==> run_1/m4.png <==
Bar = 20 um. Supply wires on this layer in grey. Cells faint in the background.
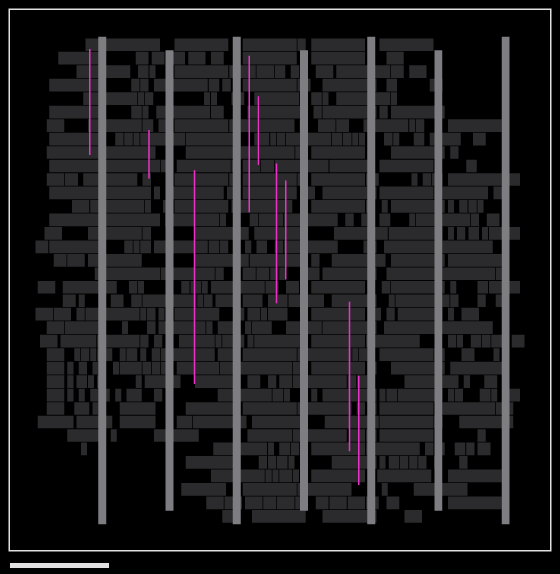
==> run_1/class_map.png <==
Bar = 20 um. Fill, decap, tap and diode cells in grey.
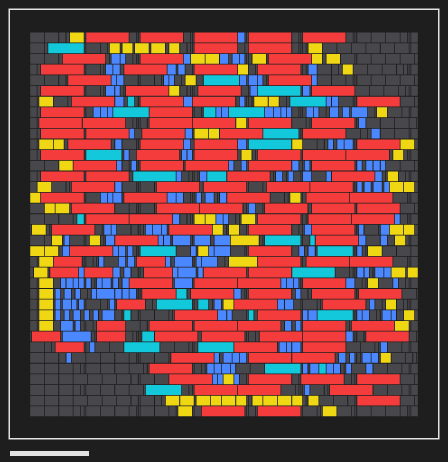
==> run_1/congestion_map.png <==
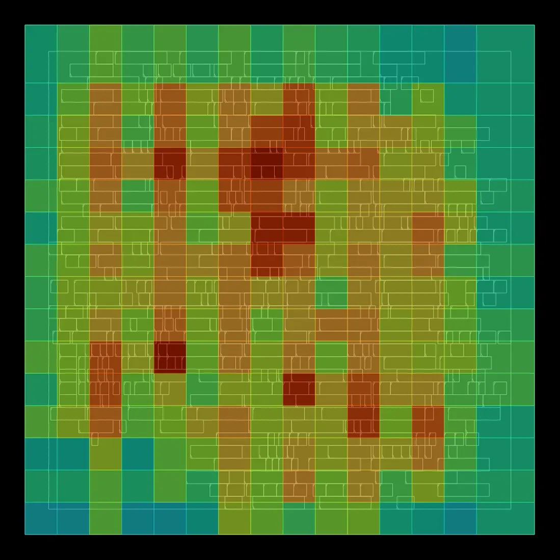
### config.mk
export PLATFORM = sky130hd
export DESIGN_NAME = genbuf_fifo_flat
export DESIGN_NICKNAME = d
export VERILOG_FILES = /design/src/rtl/genbuf_fifo_if.sv /design/src/rtl/genbuf_fifo.sv /design/src/flat_wrapper.sv
export SDC_FILE = /design/constraint.sdc
export NUM_CORES = 1
export LEC_CHECK = 0
export ABC_AREA = 1
export ABC_CLOCK_PERIOD_IN_PS = 3000
export CORE_MARGIN = 5
export CORE_UTILIZATION = 54
export DETAILED_ROUTE_END_ITERATION = 16
export GPL_TIMING_DRIVEN = 1
export PLACE_DENSITY = 0.79
export SYNTH_ARGS = -nofsm -noshare
export SYNTH_HDL_FRONTEND = slang
export SYNTH_SLANG_ARGS = --single-unit
### constraint.sdc
create_clock -name clk -period 3 [get_ports clk]
set_input_delay 0.6 -clock clk [delete_from_list [all_inputs] [get_ports clk]]
set_output_delay 0.6 -clock clk [all_outputs]
set_load 0.05 [all_outputs]
### src/rtl/genbuf_fifo_if.sv
// genbuf_fifo_if -- handshake/data bundle for genbuf_fifo.
//   Parameters: DATA_W (word width), DEPTH_LOG2 (log2 of FIFO depth).
//   Signals   : ENQ_p, DEQ_p, DI_p     (producer/consumer -> FIFO)
//               DO_p, EMPTY_p, FULL_p, COUNT_p (FIFO -> producer/consumer)
//               OVF_p, UNF_p           (FIFO -> monitor, only with GENBUF_FIFO_ERR_EN)
//   Modports  : master (drives requests), slave (the FIFO itself).
interface genbuf_fifo_if #(
   parameter int DATA_W     = 32,
   parameter int DEPTH_LOG2 = 2
);
   logic                  ENQ_p;
   logic                  DEQ_p;
   logic [DATA_W-1:0]     DI_p;
   logic [DATA_W-1:0]     DO_p;
   logic                  EMPTY_p;
   logic                  FULL_p;
   logic [DEPTH_LOG2:0]   COUNT_p;
`ifdef GENBUF_FIFO_ERR_EN
   logic                  OVF_p;
   logic                  UNF_p;
`endif

`ifdef GENBUF_FIFO_ERR_EN
   modport master (
      output ENQ_p, DEQ_p, DI_p,
      input  DO_p, EMPTY_p, FULL_p, COUNT_p, OVF_p, UNF_p
   );
   modport slave (
      input  ENQ_p, DEQ_p, DI_p,
      output DO_p, EMPTY_p, FULL_p, COUNT_p, OVF_p, UNF_p
   );
`else
   modport master (
      output ENQ_p, DEQ_p, DI_p,
      input  DO_p, EMPTY_p, FULL_p, COUNT_p
   );
   modport slave (
      input  ENQ_p, DEQ_p, DI_p,
      output DO_p, EMPTY_p, FULL_p, COUNT_p
   );
`endif
endinterface

### src/rtl/genbuf_fifo.sv
// genbuf_fifo -- synchronous first-word-fall-through FIFO, DEPTH = 2**DEPTH_LOG2.
//   clk : single clock, all state changes on rising edge
//   rst : synchronous active-high reset (pointers, count, flags; storage is not cleared)
//   bus : genbuf_fifo_if.slave
//         ENQ_p/DI_p  enqueue request and data (accepted when not full, or full with DEQ_p)
//         DEQ_p       dequeue request (accepted when not empty)
//         DO_p        head word, valid while EMPTY_p = 0
//         EMPTY_p, FULL_p, COUNT_p  registered occupancy status
//   Optional macro GENBUF_FIFO_ERR_EN adds sticky OVF_p (enqueue dropped while full)
//   and UNF_p (dequeue while empty) flags, cleared only by reset.
module genbuf_fifo #(
   parameter int DATA_W     = 32,
   parameter int DEPTH_LOG2 = 2
) (
   input logic         clk,
   input logic         rst,
   genbuf_fifo_if.slave bus
);
   localparam int DEPTH = 1 << DEPTH_LOG2;

   logic [DATA_W-1:0]     mem [DEPTH];
   logic [DEPTH_LOG2-1:0] wp;
   logic [DEPTH_LOG2-1:0] rp;
   logic [DEPTH_LOG2:0]   cnt;
   logic [DEPTH_LOG2:0]   cntNext;
   logic                  emptyR;
   logic                  fullR;
   logic                  enqOk;
   logic                  deqOk;

   // Acceptance uses the registered flags, so a simultaneous enq/deq on an
   // empty FIFO only enqueues, and on a full FIFO does both.
   always_comb begin
      enqOk   = bus.ENQ_p && (!fullR || bus.DEQ_p);
      deqOk   = bus.DEQ_p && !emptyR;
      cntNext = cnt;
      case ({enqOk, deqOk})
         2'b10:   cntNext = cnt + 1'b1;
         2'b01:   cntNext = cnt - 1'b1;
         default: cntNext = cnt;
      endcase
   end

   always_ff @(posedge clk) begin
      if (rst) begin
         wp     <= '0;
         rp     <= '0;
         cnt    <= '0;
         emptyR <= 1'b1;
         fullR  <= 1'b0;
      end else begin
         if (enqOk) wp <= wp + 1'b1;
         if (deqOk) rp <= rp + 1'b1;
         cnt    <= cntNext;
         // Flags are registered from the next count so they match COUNT_p
         // after the edge without any path from the request inputs.
         emptyR <= (cntNext == '0);
         fullR  <= (cntNext == (DEPTH_LOG2+1)'(DEPTH));
      end
   end

   // Storage has no reset; gating by rst keeps a reset cycle from writing.
   always_ff @(posedge clk) begin
      if (!rst && enqOk) mem[wp] <= bus.DI_p;
   end

   assign bus.DO_p    = mem[rp];
   assign bus.EMPTY_p = emptyR;
   assign bus.FULL_p  = fullR;
   assign bus.COUNT_p = cnt;

`ifdef GENBUF_FIFO_ERR_EN
   logic ovfR;
   logic unfR;

   always_ff @(posedge clk) begin
      if (rst) begin
         ovfR <= 1'b0;
         unfR <= 1'b0;
      end else begin
         if (bus.ENQ_p && fullR && !bus.DEQ_p) ovfR <= 1'b1;
         if (bus.DEQ_p && emptyR)              unfR <= 1'b1;
      end
   end

   assign bus.OVF_p = ovfR;
   assign bus.UNF_p = unfR;
`endif
endmodule

### src/flat_wrapper.sv
// flat-port wrapper written by rule: the top's interface ports become plain ports
module genbuf_fifo_flat 
#(
   parameter int DATA_W     = 32,
   parameter int DEPTH_LOG2 = 2
)
  (clk, rst, bus_ENQ_p, bus_DEQ_p, bus_DI_p, bus_DO_p, bus_EMPTY_p, bus_FULL_p, bus_COUNT_p);
  genbuf_fifo_if #(.DATA_W(DATA_W), .DEPTH_LOG2(DEPTH_LOG2)) bus_i ();
  input logic clk;
  input logic rst;
  input wire logic [$bits(bus_i.ENQ_p)-1:0] bus_ENQ_p;
  input wire logic [$bits(bus_i.DEQ_p)-1:0] bus_DEQ_p;
  input wire logic [$bits(bus_i.DI_p)-1:0] bus_DI_p;
  output wire logic [$bits(bus_i.DO_p)-1:0] bus_DO_p;
  output wire logic [$bits(bus_i.EMPTY_p)-1:0] bus_EMPTY_p;
  output wire logic [$bits(bus_i.FULL_p)-1:0] bus_FULL_p;
  output wire logic [$bits(bus_i.COUNT_p)-1:0] bus_COUNT_p;
  assign bus_i.ENQ_p = bus_ENQ_p;
  assign bus_i.DEQ_p = bus_DEQ_p;
  assign bus_i.DI_p = bus_DI_p;
  assign bus_DO_p = bus_i.DO_p;
  assign bus_EMPTY_p = bus_i.EMPTY_p;
  assign bus_FULL_p = bus_i.FULL_p;
  assign bus_COUNT_p = bus_i.COUNT_p;
  genbuf_fifo #(.DATA_W(DATA_W), .DEPTH_LOG2(DEPTH_LOG2)) u_core (.clk(clk), .rst(rst), .bus(bus_i));
endmodule
==> impl_metrics.env, run 1 <==
# implementation run metrics
export IMPL_inverters=15
export IMPL_status="complete, no violations"
export IMPL_crit_buf_inv=2
export IMPL_finalPower_uw=5580
export IMPL_r2r_start="u_core.bus.FULL_p"
export IMPL_place_area_um2=6090
export IMPL_drc=0
export IMPL_grt_pass1_vias=3406
export IMPL_crit_slowest_cell="inv_2"
export IMPL_syn_inst=375
export IMPL_start_kind="flop"
export IMPL_crit_fanout=32
export IMPL_clk_power_uw=2080
export IMPL_top_cells_by_count="128 x edfxtp_1, 72 x nor2_1, 39 x o21ai_0"
export IMPL_synth_cell_types=22
export IMPL_area_leaders="edfxtp_1 73%, nor2_1 5.1%, dfxtp_1 4.2%"
export IMPL_vias=3290
export IMPL_pwr_share_comb=0.218
export IMPL_yosysCellCount=375
export IMPL_hold_path_class="flop to flop"
export IMPL_cts_tree="yes"
export IMPL_grt_ovfl_total=0
export IMPL_io_buffers=72
export IMPL_first_pass_iters=4
export IMPL_clk_transition_reported_paths_ns=0.06
export IMPL_dpl_cell_count=573
export IMPL_die_area_um2=11900
export IMPL_regArea_um2=4070
export IMPL_mappedNetlistNets=417
export IMPL_post_route_period_util=0.917
export IMPL_synth_seq_cells=139
export IMPL_p_leak_uw=0.00235
export IMPL_switchingPower_uw=1670
export IMPL_cts_made_buffers=17
export IMPL_antenna_found_initial=0
export IMPL_layout_nonclk_buf_frac=0.113
export IMPL_drv_cap=0
export IMPL_dominant_cells="sequential cells"
export IMPL_yosys_warnings=0
export IMPL_clock_path_buffers=2
export IMPL_n_antenna_cell=0
export IMPL_pin_count=73
export IMPL_top_power_group="registers"
export IMPL_instances_no_fill=604
About m4.png:
wire length on this layer: 218 um
main direction: vertical

About class_map.png:
| colour | class | cells | share of their area |
|---|---|---|---|
| red | sequential cells | 139 | 62% |
| cyan | clock drivers and dummy loads | 31 | 9.1% |
| blue | remaining logic cells | 217 | 17% |
| yellow | remaining buffers and delay cells | 84 | 12% |

About congestion_map.png:
GR Util met3: 0.0580
gr busiest metal: met2
met1 Use GR: 0.248
gr usage total: 0.200
met2 GRT Util: 0.326

## run 1: registers in the layout, indices dropped and copies added (netlist names), named ones only
register	flops
u_core.bus.FULL_p	1
u_core.rp	2
u_core.bus.EMPTY_p	1
u_core.bus.COUNT_p	3
u_core.wp	2
u_core.mem	128
## run 1: per-layer routing
metal	wire length, um	vias to the layer above
met5	0	-
met4	217	0
met3	624	22
met2	5670	111
met1	4590	1595
li1	-	1562
## run 1: what timing repair did
action / 4_1_cts / 5_1_grt
setup endpoints to repair: 0 / 10
hold buffers: 0 / 0
resized: 0 / 1
buffers inserted: 0 / 0
## run 1: cells by family after synthesis
family,after synthesis,synth area share
compound gates,105,0.107
xor+xnor,2,0.00331
fa+ha+maj,6,0.0156
buf+inv,34,0.0418
flops,139,0.768
simple gates,89,0.0648
--- run 2 (diff from run 1) ---
--- a/config.mk
+++ b/config.mk
@@ -7,11 +7,13 @@
 export LEC_CHECK = 0
 export ABC_AREA = 1
 export ABC_CLOCK_PERIOD_IN_PS = 3000
+export CAP_MARGIN = 0
 export CORE_MARGIN = 5
 export CORE_UTILIZATION = 54
 export DETAILED_ROUTE_END_ITERATION = 16
 export GPL_TIMING_DRIVEN = 1
 export PLACE_DENSITY = 0.79
+export SLEW_MARGIN = 40
 export SYNTH_ARGS = -nofsm -noshare
 export SYNTH_HDL_FRONTEND = slang
 export SYNTH_SLANG_ARGS = --single-unit
==> run_2/congestion_map.png <==
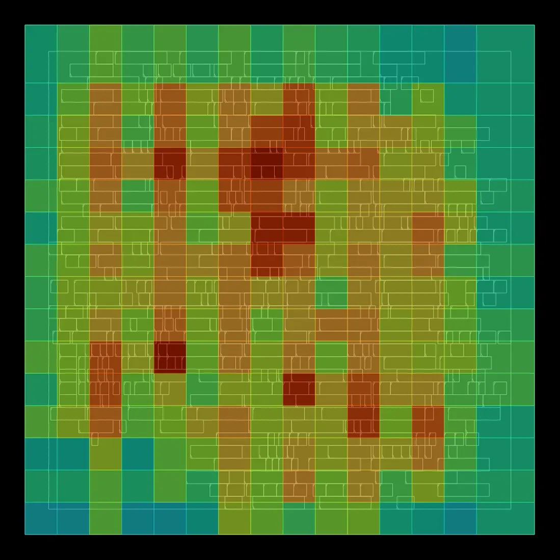
WL/cell: 18.4 um
Final Util: 0.690

==> run_2/util_map.png <==
11 x 11 tiles, from white (low) to dark blue (high), 0 to 100% covered.
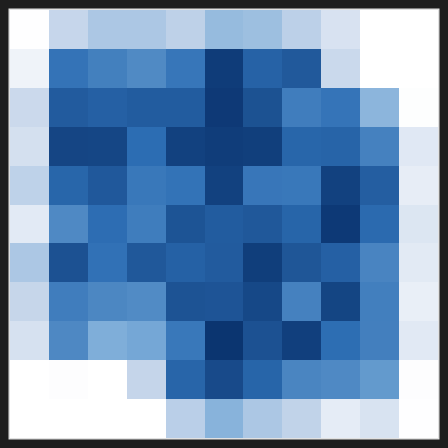
nearly empty tiles: 12%
densest ninth of the die: centre
mean over tiles: 55%
tiles over 75% full: 39%
fullest tile: 98%
emptiest ninth of the die: lower left

==> impl_metrics.env, run 2 <==
# implementation run metrics
export IMPL_drc=0
export IMPL_status="complete, no violations"
export IMPL_area_leaders="edfxtp_1 73%, nor2_1 5.1%, dfxtp_1 4.2%"
export IMPL_synth_seq_cells=139
export IMPL_hold_path_class="flop to flop"
export IMPL_r2r_start="u_core.bus.FULL_p"
export IMPL_synth_cell_types=22
export IMPL_ys_sh_adder=0.0156
export IMPL_post_cts_buffers=0
export IMPL_compound_area_frac=0.107
export IMPL_mappedNetlistNets=417
export IMPL_yosys_warnings=0
export IMPL_antenna_found_initial=0
export IMPL_crit_fanout=32
export IMPL_n_antenna_cell=0
export IMPL_grt_busiest_layer="met2"
export IMPL_met3_usage=0.0580
export IMPL_clock_path_buffers=2
export IMPL_cts_repair_resized=0
export IMPL_pwr_share_comb=0.218
export IMPL_grt_pass1_vias=3406
export IMPL_p_leak_uw=0.00235
export IMPL_grtUsageMet2=0.326
export IMPL_io_buffers=72
export IMPL_first_pass_iters=4
export IMPL_clk_power_uw=2080
export IMPL_start_kind="flop"
export IMPL_regMostFlops="u_core.mem"
export IMPL_grt_total_usage=0.200
export IMPL_pin_count=73
export IMPL_yosysCellCount=375
export IMPL_crit_buf_inv=2
export IMPL_ys_sh_xor=0.00331
run 2: cell counts in the layout (fill, tap and decap cells not counted):
No cell type changed its count.
run 2: per-stage QoR:
step | power (uW) | std cells | utilization | instance area (um^2)
floorplan | 3170 | 375 | - | 5290
global placement | 3510 | 573 | 0.629 | 6090
detailed placement | 3540 | 573 | 0.629 | 6090
CTS | 5620 | 604 | 0.690 | 6680
global route | 5790 | 604 | 0.690 | 6690
finish | 5580 | 604 | 0.690 | 6690
run 2: layout make-up:
cell class / instances / area, um^2
Timing Repair Buffer: 84 / 756
Fill cell: 655 / 3000
Clock buffer: 19 / 422
Clock inverter: 12 / 173
Sequential cell: 139 / 4070
Tap cell: 133 / 166
Multi-Input combinational cell: 202 / 1040
Inverter: 15 / 63.8
Power and IR drop assume default switching activity.
